Placement by cell class:
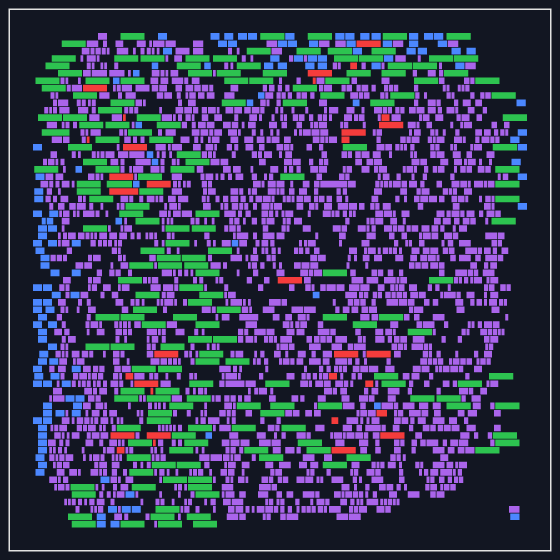
Wiring by layer:
The bar under the picture is 50 µm long.
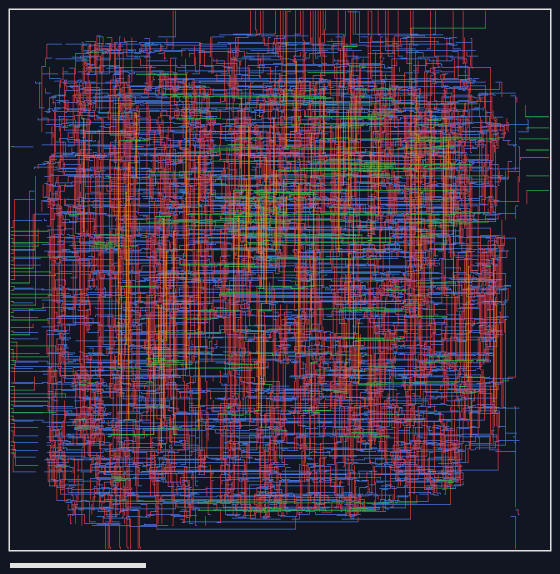
Clock wiring as the flow saved it:
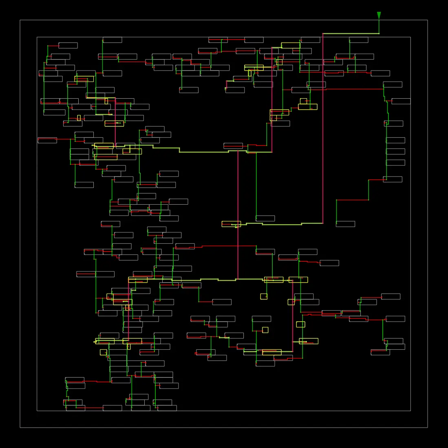
Clock network drawn from the DEF:
The bar under the picture is 50 µm long.
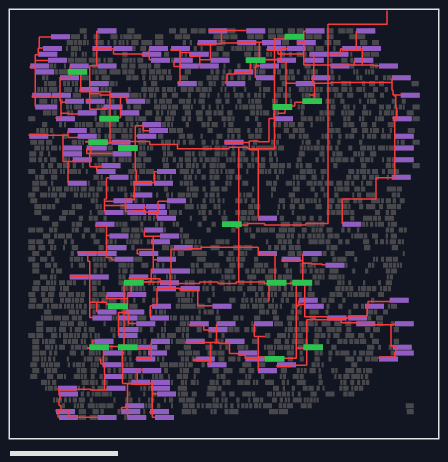
<file path="config.mk">
export PLATFORM = sky130hd
export DESIGN_NAME = muldiv_unit
export DESIGN_NICKNAME = d
export VERILOG_FILES = /design/src/rtl/muldiv_unit.sv
export SDC_FILE = /design/constraint.sdc
export NUM_CORES = 1
export LEC_CHECK = 0
export CORE_MARGIN = 8
export CORE_UTILIZATION = 50
export CTS_BUF_LIST = sky130_fd_sc_hd__clkbuf_16
export DETAILED_ROUTE_END_ITERATION = 7
export PLACE_DENSITY = 0.69
export SLEW_MARGIN = 20
export SYNTH_ARGS = -nofsm -noshare
export SYNTH_HDL_FRONTEND = slang
export SYNTH_SLANG_ARGS = --single-unit
</file>
<file path="constraint.sdc">
create_clock -name clk -period 9.4 [get_ports clk]
set_clock_uncertainty 0.1 [all_clocks]
set_input_delay 0.94 -clock clk [delete_from_list [all_inputs] [get_ports clk]]
set_output_delay 0.94 -clock clk [all_outputs]
set_load 0.005 [all_outputs]
</file>
<file path="src/rtl/muldiv_unit.sv">
`default_nettype none
// ============================================================================
//  Module      : muldiv_unit
//  Description : Iterative RV32M multiply/divide unit. Operands are latched
//                on start, 32 shift-add / restoring-divide iterations follow,
//                a fix-up cycle applies signs and special cases, then a
//                one-cycle done pulse presents result and rd_out.
//  Revision    : 1.0  initial release
// ============================================================================
module muldiv_unit (
   input  logic        clk,
   input  logic        rst,
   input  logic        start,
   input  logic [2:0]  funct3,
   input  logic [31:0] op_a,
   input  logic [31:0] op_b,
   input  logic [4:0]  rd_in,
   output logic        busy,
   output logic        done,
   output logic [31:0] result,
   output logic [4:0]  rd_out
);

   typedef enum logic [1:0] {
      ST_IDLE = 2'd0,
      ST_CALC = 2'd1,
      ST_FIX  = 2'd2,
      ST_DONE = 2'd3
   } state_t;

   localparam logic [2:0] c_f3_mul    = 3'b000;
   localparam logic [2:0] c_f3_mulh   = 3'b001;
   localparam logic [2:0] c_f3_mulhsu = 3'b010;
   localparam logic [2:0] c_f3_mulhu  = 3'b011;
   localparam logic [2:0] c_f3_div    = 3'b100;
   localparam logic [2:0] c_f3_divu   = 3'b101;
   localparam logic [2:0] c_f3_rem    = 3'b110;
   localparam logic [2:0] c_f3_remu   = 3'b111;

   state_t      state_q,  state_d;
   logic [4:0]  cnt_q,    cnt_d;
   logic [2:0]  funct3_q, funct3_d;
   logic [4:0]  rd_q,     rd_d;
   logic        sa_q,     sa_d;
   logic        sb_q,     sb_d;
   logic [31:0] a_q,      a_d;      // |op_a|
   logic [31:0] b_q,      b_d;      // |op_b|
   logic [31:0] hi_q,     hi_d;     // product high word / partial remainder
   logic [31:0] lo_q,     lo_d;     // product low word (multiplier) / quotient
   logic [31:0] result_q, result_d;
   logic [4:0]  rd_out_q, rd_out_d;
   logic        done_q,   done_d;

   // Operand signedness and magnitudes for the incoming request
   logic        w_signed_a;
   logic        w_signed_b;
   logic        w_sa;
   logic        w_sb;
   logic [31:0] w_abs_a;
   logic [31:0] w_abs_b;

   // Per-iteration datapath
   logic [32:0] w_mul_sum;
   logic [32:0] w_div_trial;
   logic        w_div_bit;
   logic [31:0] w_div_rem;

   // Fix-up datapath
   logic [63:0] w_prod;
   logic [63:0] w_prod_s;
   logic [31:0] w_quot_s;
   logic [31:0] w_rem_s;
   logic [31:0] w_a_orig;
   logic        w_b_zero;
   logic [31:0] w_fix_result;

   // Decode which operands are treated as signed; MUL is unsigned since its low word is sign-agnostic
   always_comb begin
      w_signed_a = (funct3 == c_f3_mulh) || (funct3 == c_f3_mulhsu) ||
                   (funct3 == c_f3_div)  || (funct3 == c_f3_rem);
      w_signed_b = (funct3 == c_f3_mulh) || (funct3 == c_f3_div) ||
                   (funct3 == c_f3_rem);
      w_sa       = w_signed_a & op_a[31];
      w_sb       = w_signed_b & op_b[31];
      w_abs_a    = w_sa ? (~op_a + 32'd1) : op_a;
      w_abs_b    = w_sb ? (~op_b + 32'd1) : op_b;
   end

   // One multiply step (shift-add) and one restoring divide step
   always_comb begin
      w_mul_sum   = {1'b0, hi_q} + (lo_q[0] ? {1'b0, a_q} : 33'd0);
      w_div_trial = {hi_q, lo_q[31]} - {1'b0, b_q};
      w_div_bit   = ~w_div_trial[32];
      w_div_rem   = w_div_bit ? w_div_trial[31:0] : {hi_q[30:0], lo_q[31]};
   end

   // Sign correction and divide special cases applied in the FIX cycle
   always_comb begin
      w_prod       = {hi_q, lo_q};
      w_prod_s     = (sa_q ^ sb_q) ? (~w_prod + 64'd1) : w_prod;
      w_quot_s     = (sa_q ^ sb_q) ? (~lo_q + 32'd1) : lo_q;
      w_rem_s      = sa_q ? (~hi_q + 32'd1) : hi_q;
      w_a_orig     = sa_q ? (~a_q + 32'd1) : a_q;
      w_b_zero     = (b_q == 32'd0);
      w_fix_result = 32'd0;
      case (funct3_q)
         c_f3_mul:                          w_fix_result = w_prod_s[31:0];
         c_f3_mulh, c_f3_mulhsu, c_f3_mulhu: w_fix_result = w_prod_s[63:32];
         c_f3_div, c_f3_divu:               w_fix_result = w_b_zero ? 32'hFFFF_FFFF : w_quot_s;
         c_f3_rem, c_f3_remu:               w_fix_result = w_b_zero ? w_a_orig : w_rem_s;
         default:                           w_fix_result = 32'd0;
      endcase
   end

   // Next-state and datapath register update for the IDLE/CALC/FIX/DONE sequence
   always_comb begin
      state_d  = state_q;
      cnt_d    = cnt_q;
      funct3_d = funct3_q;
      rd_d     = rd_q;
      sa_d     = sa_q;
      sb_d     = sb_q;
      a_d      = a_q;
      b_d      = b_q;
      hi_d     = hi_q;
      lo_d     = lo_q;
      result_d = result_q;
      rd_out_d = rd_out_q;
      done_d   = 1'b0;
      case (state_q)
         ST_IDLE: begin
            if (start) begin
               state_d  = ST_CALC;
               cnt_d    = 5'd0;
               funct3_d = funct3;
               rd_d     = rd_in;
               sa_d     = w_sa;
               sb_d     = w_sb;
               a_d      = w_abs_a;
               b_d      = w_abs_b;
               hi_d     = 32'd0;
               // Divide shifts dividend bits out of lo; multiply consumes multiplier bits from lo
               lo_d     = funct3[2] ? w_abs_a : w_abs_b;
            end
         end
         ST_CALC: begin
            cnt_d = cnt_q + 5'd1;
            if (funct3_q[2]) begin
               hi_d = w_div_rem;
               lo_d = {lo_q[30:0], w_div_bit};
            end else begin
               {hi_d, lo_d} = {w_mul_sum, lo_q[31:1]};
            end
            if (cnt_q == 5'd31) begin
               state_d = ST_FIX;
            end
         end
         ST_FIX: begin
            result_d = w_fix_result;
            rd_out_d = rd_q;
            done_d   = 1'b1;
            state_d  = ST_DONE;
         end
         ST_DONE: begin
            state_d = ST_IDLE;
         end
         default: begin
            state_d = ST_IDLE;
         end
      endcase
   end

   // State and datapath registers; reset discards any in-flight operation
   always_ff @(posedge clk or posedge rst) begin
      if (rst) begin
         state_q  <= ST_IDLE;
         cnt_q    <= 5'd0;
         funct3_q <= 3'd0;
         rd_q     <= 5'd0;
         sa_q     <= 1'b0;
         sb_q     <= 1'b0;
         a_q      <= 32'd0;
         b_q      <= 32'd0;
         hi_q     <= 32'd0;
         lo_q     <= 32'd0;
         result_q <= 32'd0;
         rd_out_q <= 5'd0;
         done_q   <= 1'b0;
      end else begin
         state_q  <= state_d;
         cnt_q    <= cnt_d;
         funct3_q <= funct3_d;
         rd_q     <= rd_d;
         sa_q     <= sa_d;
         sb_q     <= sb_d;
         a_q      <= a_d;
         b_q      <= b_d;
         hi_q     <= hi_d;
         lo_q     <= lo_d;
         result_q <= result_d;
         rd_out_q <= rd_out_d;
         done_q   <= done_d;
      end
   end

   assign busy   = (state_q != ST_IDLE);
   assign done   = done_q;
   assign result = result_q;
   assign rd_out = rd_out_q;

endmodule
`default_nettype wire

</file>
==> results_dict.tcl <==
# place-and-route summary
set metrics [dict create \
    seq_area_share_pct 24.6 \
    ff_type "dfrtp_1" \
    die_x_um 199 \
    whs_path_depth 1 \
    first_iter_violations 1752 \
    rsz0062_at_grt "no" \
    seq_area_um2 4580 \
    cts_resized 0 \
    syn_area_um2 16700 \
    hold_start "rd_q[0]" \
    cellInternalPower_mw 3.38 \
    min_path_type "reg -> reg" \
    powerDensity_nw_per_um2 395 \
    cts_max_level 4 \
    clock.fmax_ghz 0.231 \
    fin_nets 2309 \
    die_height_um 199 \
    overflow 0 \
    cp_max_fo 41 \
    ys_top_cells_by_area "dfrtp_1, xnor2_1, a21oi_1, o21ai_0, ha_1" \
    place_inst 2587 \
    flop-count 183 \
    hold_path_end "rd_out[0]" \
    grt_pass1_vias 15924 \
    grt_pass1_wl_um 95300 \
    power_leakage_nw 7.55 \
    crit_chain "inv_1 -> ha_1 -> fa_1 -> nand2b_1 -> a21o_1 -> a211oi_1 -> o21ai_0 -> o21ai_0 -> a221o_1 -> xnor2_2 -> buf_4 -> mux2_2 -> nand3_1 -> o311ai_0" \
    reg2reg_from "lo_q[31]" \
    fillers 3242 \
    path_clk_slew_ns 0.08 \
    switching_share_pct 53.9 \
    worstMarginPinSlew_ns 1.07 \
    synth_top_cell_by_area "dfrtp_1" \
    final.period_utilization_pct 46.1 \
    placed_area_um2 18100 \
    p_total_mw 7.35 \
    yosysSeqAreaShare_pct 27.4 \
    top_area_share_pct 27.4 \
    layout_top_cell "nor2_1" \
    setup_tns_ns 0 \
    ctsHoldBuffers 0 \
    syn2layout_area_growth_pct 11.5 \
    power_leader "combinational cells" \
    firstDrtPassIters 6 \
    nonClkBufAreaFrac_pct 6.78 \
    postSynthAreaPerCell_um2 7.77 \
    path_common_cell "o21ai_0" \
    maxCapViolations 0 \
    combGateArea_um2 11300 \
    status "finished clean" \
    start_kind "flip-flop" \
    top_cells_by_count "nor2_1, a21oi_1, o21ai_0" \
    slew_viol_final 0 \
    ys_sh_aoi_pct 25.2 \
    critPathKind "reg -> reg" \
]
About 'placement by cell class':
[clock drivers and dummy loads] red | cells: 32 | share of their area: 3.1%
[registers] green | cells: 183 | share of their area: 25%
[remaining logic cells] purple | cells: 1825 | share of their area: 65%
[remaining buffers and delay cells] blue | cells: 131 | share of their area: 7.0%
num rows: 67
final core occ: 56.1%
design area: 18600 µm²

About 'wiring by layer':
[M3] green | wire length: 4980 µm
[M4] orange | wire length: 2700 µm
[M2] red | wire length: 28.4 mm
[M1] blue | wire length: 27.2 mm
via count: 16786
GRT Total Usage: 31.7%
wire length per cell: 24.1 µm
Post-Route WL: 63200 µm

About 'clock wiring as the flow saved it':
clock sink count: 183
clock buffer count: 17

About 'clock network drawn from the DEF':
[clock wires] red | length: 2690 µm
[flip-flops] purple | count: 183
[clock-net drivers] green | count: 17
flops lie: spread over the die
Clk pwr share: 9.7%
Clk. pwr: 713 µW
Late-Pin Clk Latency: 0.47 ns

[how the worst max path moves through the flow]
stage,start,endpoint,cells after the start
floorplan,rst,a_q[0],1
global placement,lo_q[31],hi_q[3],14
detailed placement,lo_q[31],hi_q[3],14
CTS,lo_q[31],hi_q[3],14
global route,lo_q[31],hi_q[29],14
finish,lo_q[31],hi_q[3],14
[flip-flops by register name (all words and copies together), names as in the netlist]
signal	cells
sa_q	1
sb_q	1
result	32
rd_q	5
hi_q	32
done	1
rd_out	5
b_q	32
lo_q	32
state_q	2
funct3_q	3
cnt_q	5
a_q	32
[layer usage]
metal,vias to the layer above,part of all wire (%),global-route usage (%)
li1,7750,-,-
met1,8072,43,42.2
met2,806,45,49.4
met3,158,7.9,6.29
met4,0,4.3,13.7
met5,-,0,0
Power figures rest on the tool's default switching activity, not on a simulated workload.
